==> src/rtl/spi_transaction_fsm.sv <==
// spi_transaction_fsm
// SPI slave transaction sequencer. It decodes one address byte, {addr[6:0], rw},
// from the conditioned SPI inputs. It then either receives one data byte and
// issues a single write strobe to a 128x8 memory, or loads one byte from the
// memory and shifts it out on MISO, MSB first.
//
// Ports
//   clk        system clock, rising edge
//   rst_n      asynchronous active-low reset
//   cs_cond    conditioned chip select, active low
//   sclk_pos   one-clk pulse on conditioned SCLK rising edge
//   sclk_neg   one-clk pulse on conditioned SCLK falling edge
//   mosi_cond  conditioned MOSI level
//   rd_data    memory read data, valid one clk after addr changes
//   addr       registered memory address
//   wr_en      one-clk memory write strobe
//   wr_data    registered memory write data
//   miso       serial read data, always tx[7]
//   miso_oe    MISO drive enable
//
// state      | meaning
// IDLE       | waiting for chip select low
// GET_ADDR   | shifting in the address/rw byte
// LOAD_READ  | one clk: capture rd_data into tx, enable MISO
// READ       | shifting tx out on MISO
// WRITE      | shifting in the data byte
// DONE       | transaction complete, waiting for chip select high

module spi_transaction_fsm (
    input  logic       clk,
    input  logic       rst_n,
    input  logic       cs_cond,
    input  logic       sclk_pos,
    input  logic       sclk_neg,
    input  logic       mosi_cond,
    input  logic [7:0] rd_data,
    output logic [6:0] addr,
    output logic       wr_en,
    output logic [7:0] wr_data,
    output logic       miso,
    output logic       miso_oe
);

    typedef enum logic [2:0] {
        IDLE      = 3'd0,
        GET_ADDR  = 3'd1,
        LOAD_READ = 3'd2,
        READ      = 3'd3,
        WRITE     = 3'd4,
        DONE      = 3'd5
    } state_t;

    state_t     state, state_nxt;
    logic [2:0] bit_cnt, bit_cnt_nxt;
    logic [7:0] rx, rx_nxt;
    logic [7:0] tx, tx_nxt;
    logic [6:0] addr_nxt;
    logic [7:0] wr_data_nxt;
    logic       wr_en_nxt;
    logic       miso_oe_nxt;
    logic [7:0] rx_shift;
    logic       last_bit;

    assign rx_shift = {rx[6:0], mosi_cond};
    assign last_bit = (bit_cnt == 3'd7);
    assign miso     = tx[7];

    always_ff @(posedge clk or negedge rst_n) begin
        if (!rst_n) begin
            state   <= IDLE;
            bit_cnt <= 3'd0;
            rx      <= 8'h00;
            tx      <= 8'h00;
            addr    <= 7'h00;
            wr_data <= 8'h00;
            wr_en   <= 1'b0;
            miso_oe <= 1'b0;
        end else begin
            state   <= state_nxt;
            bit_cnt <= bit_cnt_nxt;
            rx      <= rx_nxt;
            tx      <= tx_nxt;
            addr    <= addr_nxt;
            wr_data <= wr_data_nxt;
            wr_en   <= wr_en_nxt;
            miso_oe <= miso_oe_nxt;
        end
    end

    always_comb begin
        state_nxt   = state;
        bit_cnt_nxt = bit_cnt;
        rx_nxt      = rx;
        tx_nxt      = tx;
        addr_nxt    = addr;
        wr_data_nxt = wr_data;
        wr_en_nxt   = 1'b0;
        miso_oe_nxt = miso_oe;

        // Chip select release aborts everything, including a byte that
        // completes in this same clk.
        if (cs_cond) begin
            state_nxt   = IDLE;
            miso_oe_nxt = 1'b0;
        end else begin
            case (state)
                IDLE: begin
                    state_nxt   = GET_ADDR;
                    bit_cnt_nxt = 3'd0;
                    rx_nxt      = 8'h00;
                end
                GET_ADDR: begin
                    if (sclk_pos) begin
                        rx_nxt      = rx_shift;
                        bit_cnt_nxt = bit_cnt + 3'd1;
                        if (last_bit) begin
                            addr_nxt    = rx_shift[7:1];
                            bit_cnt_nxt = 3'd0;
                            state_nxt   = rx_shift[0] ? LOAD_READ : WRITE;
                        end
                    end
                end
                LOAD_READ: begin
                    tx_nxt      = rd_data;
                    miso_oe_nxt = 1'b1;
                    state_nxt   = READ;
                end
                READ: begin
                    // A rising edge takes precedence over a falling edge
                    // flagged in the same clk. No shift happens before the
                    // first rising edge, so bit 7 stays on MISO until the
                    // master has sampled it.
                    if (sclk_pos) begin
                        bit_cnt_nxt = bit_cnt + 3'd1;
                        if (last_bit) begin
                            bit_cnt_nxt = 3'd0;
                            miso_oe_nxt = 1'b0;
                            state_nxt   = DONE;
                        end
                    end else if (sclk_neg && (bit_cnt != 3'd0)) begin
                        tx_nxt = {tx[6:0], 1'b0};
                    end
                end
                WRITE: begin
                    if (sclk_pos) begin
                        rx_nxt      = rx_shift;
                        bit_cnt_nxt = bit_cnt + 3'd1;
                        if (last_bit) begin
                            wr_data_nxt = rx_shift;
                            wr_en_nxt   = 1'b1;
                            bit_cnt_nxt = 3'd0;
                            state_nxt   = DONE;
                        end
                    end
                end
                DONE: begin
                    state_nxt = DONE;
                end
                default: begin
                    state_nxt = IDLE;
                end
            endcase
        end
    end

endmodule
==> config.mk <==
export PLATFORM = sky130hd
export DESIGN_NAME = spi_transaction_fsm
export DESIGN_NICKNAME = d
export VERILOG_FILES = /design/src/rtl/spi_transaction_fsm.sv
export SDC_FILE = /design/constraint.sdc
export NUM_CORES = 1
export LEC_CHECK = 0
export CAP_MARGIN = 20
export CORE_MARGIN = 2
export CORE_UTILIZATION = 45
export CTS_CLUSTER_DIAMETER = 120
export DETAILED_ROUTE_END_ITERATION = 12
export GPL_TIMING_DRIVEN = 0
export PLACE_DENSITY = 0.77
export SYNTH_ARGS = -nofsm -noshare
export SYNTH_HDL_FRONTEND = slang
export SYNTH_SLANG_ARGS = --single-unit
==> constraint.sdc <==
create_clock -name clk -period 2.2 [get_ports clk]
set_clock_uncertainty 0.15 [all_clocks]
set_input_delay 0.44 -clock clk [delete_from_list [all_inputs] [get_ports clk]]
set_output_delay 0.44 -clock clk [all_outputs]
set_load 0.05 [all_outputs]
**Signal wires by layer**

The bar under the picture is 20 um long.
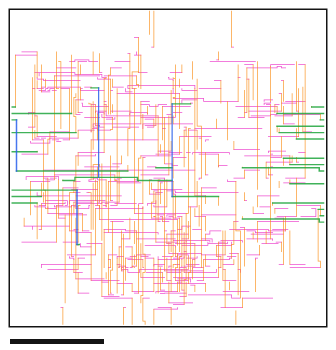
Key: M1 = magenta [wire length 1380 um]; M3 = green [wire length 235 um]; M4 = blue [wire length 61.2 um]; M2 = orange [wire length 1700 um]
Total Routed Length: 3.38 mm
Total GRT Usage: 18.1%
Avg WL per Cell: 13.7 um
DR vias: 1264

**Placed cells, one colour a class**

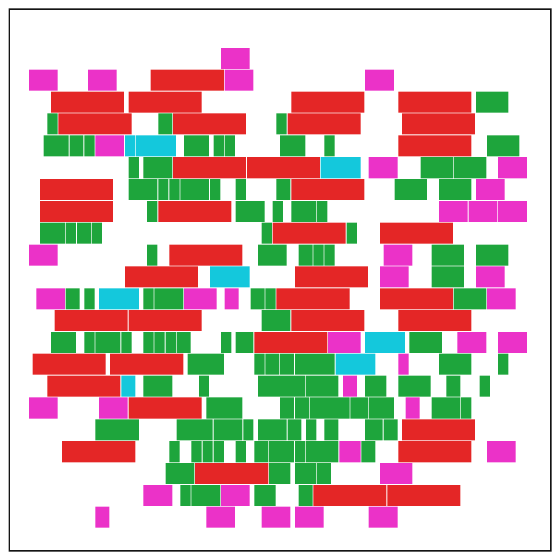
Key: registers = red [cells 38, share of their area 44%]; remaining buffers and delay cells = magenta [cells 38, share of their area 16%]; clock drivers and dummy loads = cyan [cells 8, share of their area 4.2%]; remaining logic cells = green [cells 115, share of their area 36%]
Layout Utilization: 60.0%
Placement Rows: 22

**Wire density map**

The bar under the picture is 20 um long. 13 x 13 tiles, from dark blue (low) to red (high), scaled to the fullest tile. Values are wire area over tile area, all layers added.
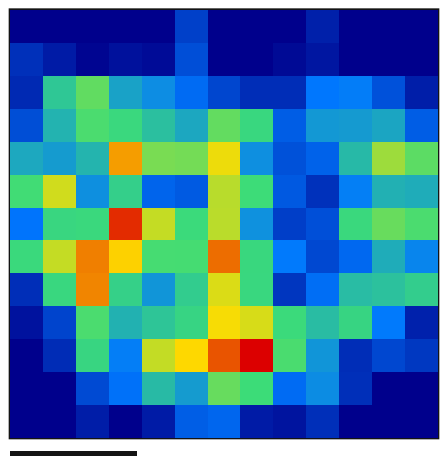
The fullest tile reaches 0.40. 17% of the tiles are nearly empty. The densest ninth of the die: middle left. 21% of the tiles are over half the peak. The mean over all tiles is 0.12. The emptiest ninth of the die: upper right.

==> final cells by class <==
| cell class | instances | area (um^2) |
|---|---|---|
| multi-input combinational | 100 | 732 |
| sequential | 38 | 951 |
| tap | 48 | 60.1 |
| clock buffer | 7 | 86.3 |
| clock inverter | 1 | 5.00 |
| buffer | 8 | 60.1 |
| inverter | 15 | 56.3 |
| fill | 330 | 1500 |
| timing repair buffer | 30 | 295 |
==> state kept, by name (all words and copies together), names as in the netlist <==
signal   flops
wr_data      8
wr_en        1
state        3
rx           7
miso_oe      1
tx           8
addr         7
bit_cnt      3
==> worst max-delay path: cells and delay by family <==
family / cells / cell delay [ns]
adder cells (fa/ha/maj): 1 / 0.39
AND/OR/NAND/NOR: 1 / 0.39
multiplexers: 1 / 0.25
buffers and inverters: 2 / 0.64
==> placed cells by master, fill, tap and decap left out, drive strengths merged, types with 2 or more instances in the layout <==
cell,n
mux2,14
buf,8
or4,2
mux2i,12
a21oi,5
a211o,2
clkdlybuf4s50,29
dfrtp,38
nand2,27
o21ai,17
clkbuf,8
ha,3
nor2,2
nand3b,2
nor3,5
nand2b,3
inv,15
==> stage by stage <==
step           cell area (um^2)  util (%)  worst slack [ns]  power, uW
5_1_grt                    2250      60.0            0.0250       1650
3_3_place_gp               2160      57.7            -0.255       1070
6_report                   2250      60.0             0.138       1550
4_1_cts                    2250      60.0             0.130       1570
2_1_floorplan              1800         -             0.327        977
3_5_place_dp               2150      57.6            -0.164       1090
==> cell families after synthesis <==
kind of cell    after synthesis
mux                          26
fa+ha+maj                     4
flops                        38
compound gates               26
buf+inv                      23
simple gates                 44
==> results.py <==
# Flow results
metrics = {
    "outcome": {
        "outcome": "completed",
    },
    "global_routing": {
        "grt_overflow": 0,
        "antenna_found_initial": 0,
        "busiest_layer": "met2",
    },
    "synthesis": {
        "simple_gate_share_pct": 13.0,
        "syn_avg_cell_area_um2": 11.2,
        "yosysChipArea_mm2": 0.00180,
        "synthTopCellsByArea": "dfrtp_1, mux2_2, mux2i_1",
        "synthTopCellsByCount": "dfrtp_1, nand2_1, inv_1",
        "yosysWarnings": 0,
        "netlist_instances": 161,
        "yosys_cells": 161,
        "ys_sh_aoi_pct": 9.39,
        "top_area_cell": "dfrtp_1",
    },
    "routing": {
        "wl_met1_mm": 1.38,
        "met2_length_mm": 1.70,
        "drtIter0Drc": 31,
        "vias_per_cell": 5.12,
        "drc_errors": 0,
    },
    "power_and_ir_drop": {
        "pg_clk_uw": 483,
        "p_int_uw": 1120,
        "switching_share_pct": 27.9,
        "peakVddDrop_mv": 0.561,
        "seq_cell_power_uw": 789,
        "p_switching_uw": 433,
        "maxPowerGroup": "sequential cells",
    },
    "setup_path": {
        "cp-start-kind": "input port",
        "crit_path_end": "rx[3]",
        "r2r-start": "bit_cnt[0]",
        "rr_worst_depth": 7,
        "slowest_stage": "clkdlybuf4s50_1",
        "regToRegSetupSlack_ns": 0.14,
        "max_stage_delay_ns": 0.54,
    },
    "clock_tree": {
        "clk_latency_ns": 0.29,
        "cts_buffers": 5,
        "postCtsHoldBufs": 0,
        "clock_path_buffers": 2,
    },
    "timing": {
        "finalSetupViolations": 0,
        "slew_violations": 0,
        "fmax_mhz": 485,
    },
    "floorplanning": {
        "die_w_um": 67.2,
        "io-pin-count": 32,
    },
    "run": {
        "warnings": 27,
    },
    "finish": {
        "antennaDiodeCount": 0,
    },
}
Power and IR drop assume default switching activity.
